File: src/rtl/tl_fifo_wr_arbiter.sv
// Round-robin write-port arbiter feeding the write side of a dual-clock FIFO.
// The grant is locked for a whole burst, so bursts are never interleaved in the FIFO.
module tl_fifo_wr_arbiter #(
  parameter int NUM_REQ    = 4,
  parameter int DATA_WIDTH = 8,
  parameter int MAX_BEATS  = 8
) (
  input  logic                             clk,
  input  logic                             reset_n,
  input  logic [NUM_REQ-1:0]               req_valid,
  input  logic [NUM_REQ-1:0]               req_last,
  input  logic [NUM_REQ*DATA_WIDTH-1:0]    req_data,
  output logic [NUM_REQ-1:0]               req_ready,
  output logic                             fifo_wr_en,
  output logic [DATA_WIDTH-1:0]            fifo_wr_data,
  input  logic                             fifo_full,
  output logic                             grant_valid,
  output logic [$clog2(NUM_REQ)-1:0]       grant_id,
  output logic                             burst_err
);

  localparam int ID_W  = $clog2(NUM_REQ);
  localparam int CNT_W = $clog2(MAX_BEATS + 1);

  typedef enum logic {IDLE, LOCKED} state_t;

  state_t          state;
  logic [ID_W-1:0] rr_ptr;
  logic [ID_W-1:0] owner;
  logic [CNT_W-1:0] beat_cnt;
  logic [ID_W-1:0] winner;
  logic            found;
  logic [ID_W-1:0] next_ptr;
  logic            cut;

  // Wraps at NUM_REQ rather than 2**ID_W so non-power-of-2 counts rotate correctly.
  function automatic logic [ID_W-1:0] inc_id(input logic [ID_W-1:0] id);
    return (id == ID_W'(NUM_REQ - 1)) ? '0 : id + 1'b1;
  endfunction

  // Scanning from the farthest offset down lets the nearest valid requester win.
  // NOTE: every combinational output gets a default first so no latch is inferred.
  always_comb begin
    winner = '0;
    found  = 1'b0;
    for (int k = NUM_REQ - 1; k >= 0; k--) begin
      if (req_valid[ID_W'((int'(rr_ptr) + k) % NUM_REQ)]) begin
        winner = ID_W'((int'(rr_ptr) + k) % NUM_REQ);
        found  = 1'b1;
      end
    end
  end

  // Outputs are forced low while reset is asserted, even though they are combinational.
  always_comb begin
    grant_valid = 1'b0;
    grant_id    = '0;
    if (reset_n) begin
      if (state == LOCKED) begin
        grant_valid = 1'b1;
        grant_id    = owner;
      end else if (found) begin
        grant_valid = 1'b1;
        grant_id    = winner;
      end
    end
  end

  assign fifo_wr_en   = grant_valid && req_valid[grant_id] && !fifo_full;
  assign fifo_wr_data = grant_valid ? req_data[int'(grant_id)*DATA_WIDTH +: DATA_WIDTH]
                                    : '0;

  always_comb begin
    req_ready = '0;
    if (fifo_wr_en) req_ready[grant_id] = 1'b1;
  end

  assign next_ptr = inc_id(grant_id);
  // beat_cnt is zero in IDLE, so the same test covers MAX_BEATS=1 single-beat cuts.
  assign cut      = (int'(beat_cnt) + 1 == MAX_BEATS);

  // NOTE: sequential state uses non-blocking assignments so all registers update together.
  always_ff @(posedge clk or negedge reset_n) begin
    if (!reset_n) begin
      state     <= IDLE;
      rr_ptr    <= '0;
      owner     <= '0;
      beat_cnt  <= '0;
      burst_err <= 1'b0;
    end else begin
      burst_err <= 1'b0;
      if (fifo_wr_en) begin
        if (req_last[grant_id]) begin
          state    <= IDLE;
          rr_ptr   <= next_ptr;
          beat_cnt <= '0;
        end else if (cut) begin
          state     <= IDLE;
          rr_ptr    <= next_ptr;
          beat_cnt  <= '0;
          burst_err <= 1'b1;
        end else begin
          state    <= LOCKED;
          owner    <= grant_id;
          beat_cnt <= beat_cnt + 1'b1;
        end
      end
    end
  end

endmodule

File: config.mk
export PLATFORM = sky130hd
export DESIGN_NAME = tl_fifo_wr_arbiter
export DESIGN_NICKNAME = d
export VERILOG_FILES = /design/src/rtl/tl_fifo_wr_arbiter.sv
export SDC_FILE = /design/constraint.sdc
export NUM_CORES = 1
export LEC_CHECK = 0
export CAP_MARGIN = 20
export CORE_UTILIZATION = 35
export CTS_CLUSTER_SIZE = 30
export DETAILED_ROUTE_END_ITERATION = 16
export GPL_ROUTABILITY_DRIVEN = 0
export GPL_TIMING_DRIVEN = 0
export PLACE_DENSITY = 0.83
export SYNTH_ARGS = -nofsm -noshare
export SYNTH_HDL_FRONTEND = slang
export SYNTH_SLANG_ARGS = --single-unit
File: constraint.sdc
create_clock -name clk -period 5.1 [get_ports clk]
set_clock_uncertainty 0.2 [all_clocks]
set_input_delay 0.765 -clock clk [delete_from_list [all_inputs] [get_ports clk]]
set_output_delay 0.765 -clock clk [all_outputs]
set_load 0.005 [all_outputs]
Figure 1. Cell placement.
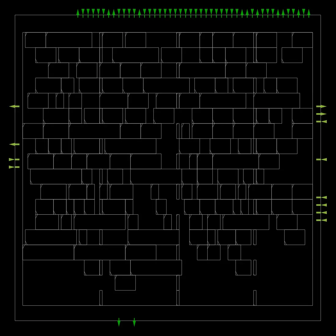
well tap count: 30
Fillers: 212
Flops: 10

Figure 2. Routed clock nets over the placement.
The bar under the picture is 20 um long.
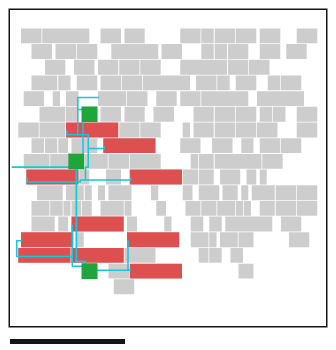
Cyan is clock wires, length 124 um. Red is flip-flops, count 10. Green is clock drivers, count 3.
There are 4 routed clock nets.
Clk pwr share: 0.142
worst skew pair latency: 0.27 ns
Clock group: 0.0712 mW

==> run summary <==
Synth top area share - 0.256
Routed wl met2 - 1.61 mm
DP HPWL - 2.45 mm
Post-synthesis sequential area ratio - 0.256
Fp util - 0.383
MI comb area - 691 um2
DRC - 0
Most frequent logic cell in the layout - clkdlybuf4s50_1
Total negative slack - 0 ns
H-Tree Depth - 1
Largest logic family - multiplexers
Synth Area in XOR/XNOR - 0
R2R setup slack - 2.11 ns
Chip Area, Yosys - 976 um2
Gr usage total - 0.196
Crit path max-delay cell type - clkdlybuf4s50_1
Reg2Reg Capture Point - owner[0]$_DFFE_PN0P_
Status - complete, no violations
Min setup slack post-route - 0.372 ns
Predominant post-synthesis flop cell - dfrtp_1
Via count - 990
Top cells, area - dfrtp_1 (26%), mux4_2 (18%), and2_1 (8.3%)
Worst setup EP type - output pin
WL/cell - 15.7 um
Pwr Total - 0.502 mW
Maximum clock insertion buffer count - 2
Worst-path cell chain - clkdlybuf4s50_1, nor2_1, nand3b_1, o211ai_1, clkbuf_1, mux4_2, and2_1, clkdlybuf4s50_1
Die height - 54.8 um
Met3 WL - 75 um
Crit Path Category - in -> out
Unique masters post-synth - 31
# setup viols final - 0
Vias in the first global route - 939
CP Depth - 8
GR Layer Usage met2 - 0.337
Most common cell in the synthesized netlist - and2_1
Max reg flops - 4
Post-route minimum period - 4.73 ns
Yosys stat cell total - 94
HP Class - in -> async
Final design utilization - 0.646
Grt total ovfl - 0
Post-route ant nets - 0
NonClk Buf Share - 0.366
Multi-In Gates - 75
Crit path capture - fifo_wr_data[2]
Seq pwr - 0.138 mW
Critical path buffers and inverters - 3
Post-synth EDFFs - 0
Comb/total area - 0.420
Switching power - 0.175 mW
Main power group - combinational cells
Ys async rst share - 1.00
Biggest regs - beat_cnt x4, owner x2, rr_ptr x2
Synth area leader - dfrtp_1
Seq. cell area - 250 um2
Worst-Margin Slew - 0.683 ns
Post-route cell area - 1640 um2
Post-synthesis simple-gate area fraction - 0.203
Tool warnings - 29
Synth-to-Final Area Change - 68.3%
Mapped Cells - 94
Global routing's busiest layer - met2
Core area - 2540 um2
Seq area share - 0.152
Biggest Area Class - multi-input combinational cells
Register share of total power - 0.274
Min Hold Slack - 0.317 ns
DP Area - 1600 um2
Startpoint Class - primary input
Data required, critical path - 4.14 ns
Worst stage delay on the critical path - 0.59 ns
Crit path launch - req_valid[3]
Critical R2R Launch - rr_ptr[1]$_DFFE_PN0P_
Post-place setup slack - 0.150 ns
Max IR drop VDD - 212 uV
Antenna Diode Count - 0
Clock Buffer Count - 4
IO Count - 60
RSZ-0062 raised after global routing - no
Die area - 3000 um2
CTS tree - built
Cell area after synthesis - 976 um2
Synth Warn # - 0
Synth cell count leaders - and2_1 (13), dfrtp_1 (10), mux4_2 (8)
Total CTS buffers - 3
Mapped Avg Cell Area - 10.4 um2
Final cycle utilization of the critical path - 0.927
Register with the most flip-flops - beat_cnt
Most frequent CP cell - clkdlybuf4s50_1
Leak - 0.692 nW
CTS root buf - clkbuf_4
Global-route wire length before repair - 4.14 mm
CP max FO - 12
Pin count of the biggest net entering global routing - 18
Met3 Track Usage GR - 0.00833
Final Max Tran Viols - 0
CP arrival - 3.76 ns
Vias per cell - 5.29
IO buf count - 59
Post-CTS Resized - 0
Comb power frac - 0.585
Cell family contributing the most delay on the critical path - buffers and inverters
Post-CTS setup buffer count - 0
Cts hold-fix bufs - 0
Detailed Route WL - 2.93 mm
Invs w/o clock - 7
Nonclk buf count - 61
Clk slew on worst S/H paths - 0.07 ns
Slew Limit Headroom - 0.544
Comb group - 0.294 mW
# Max-Cap Violations - 0
Cell count after placement - 183
Clock sinks - 10
Share of layout cells above drive strength 1 - 0.121
Fmax achieved - 212 MHz
Met1 Routed Length - 1.24 mm
Syn nets - 142
DRT Pass-1 Iters - 4
Mux frac, synth - 0.301
Post-Synth AOI/OAI Area - 0.140
Worst r2r path cells - 7
Top layer in use - met4
Nets - 206
Row count - 18
M1 GR Usage - 0.258
Power is estimated from default activity; no workload was simulated.
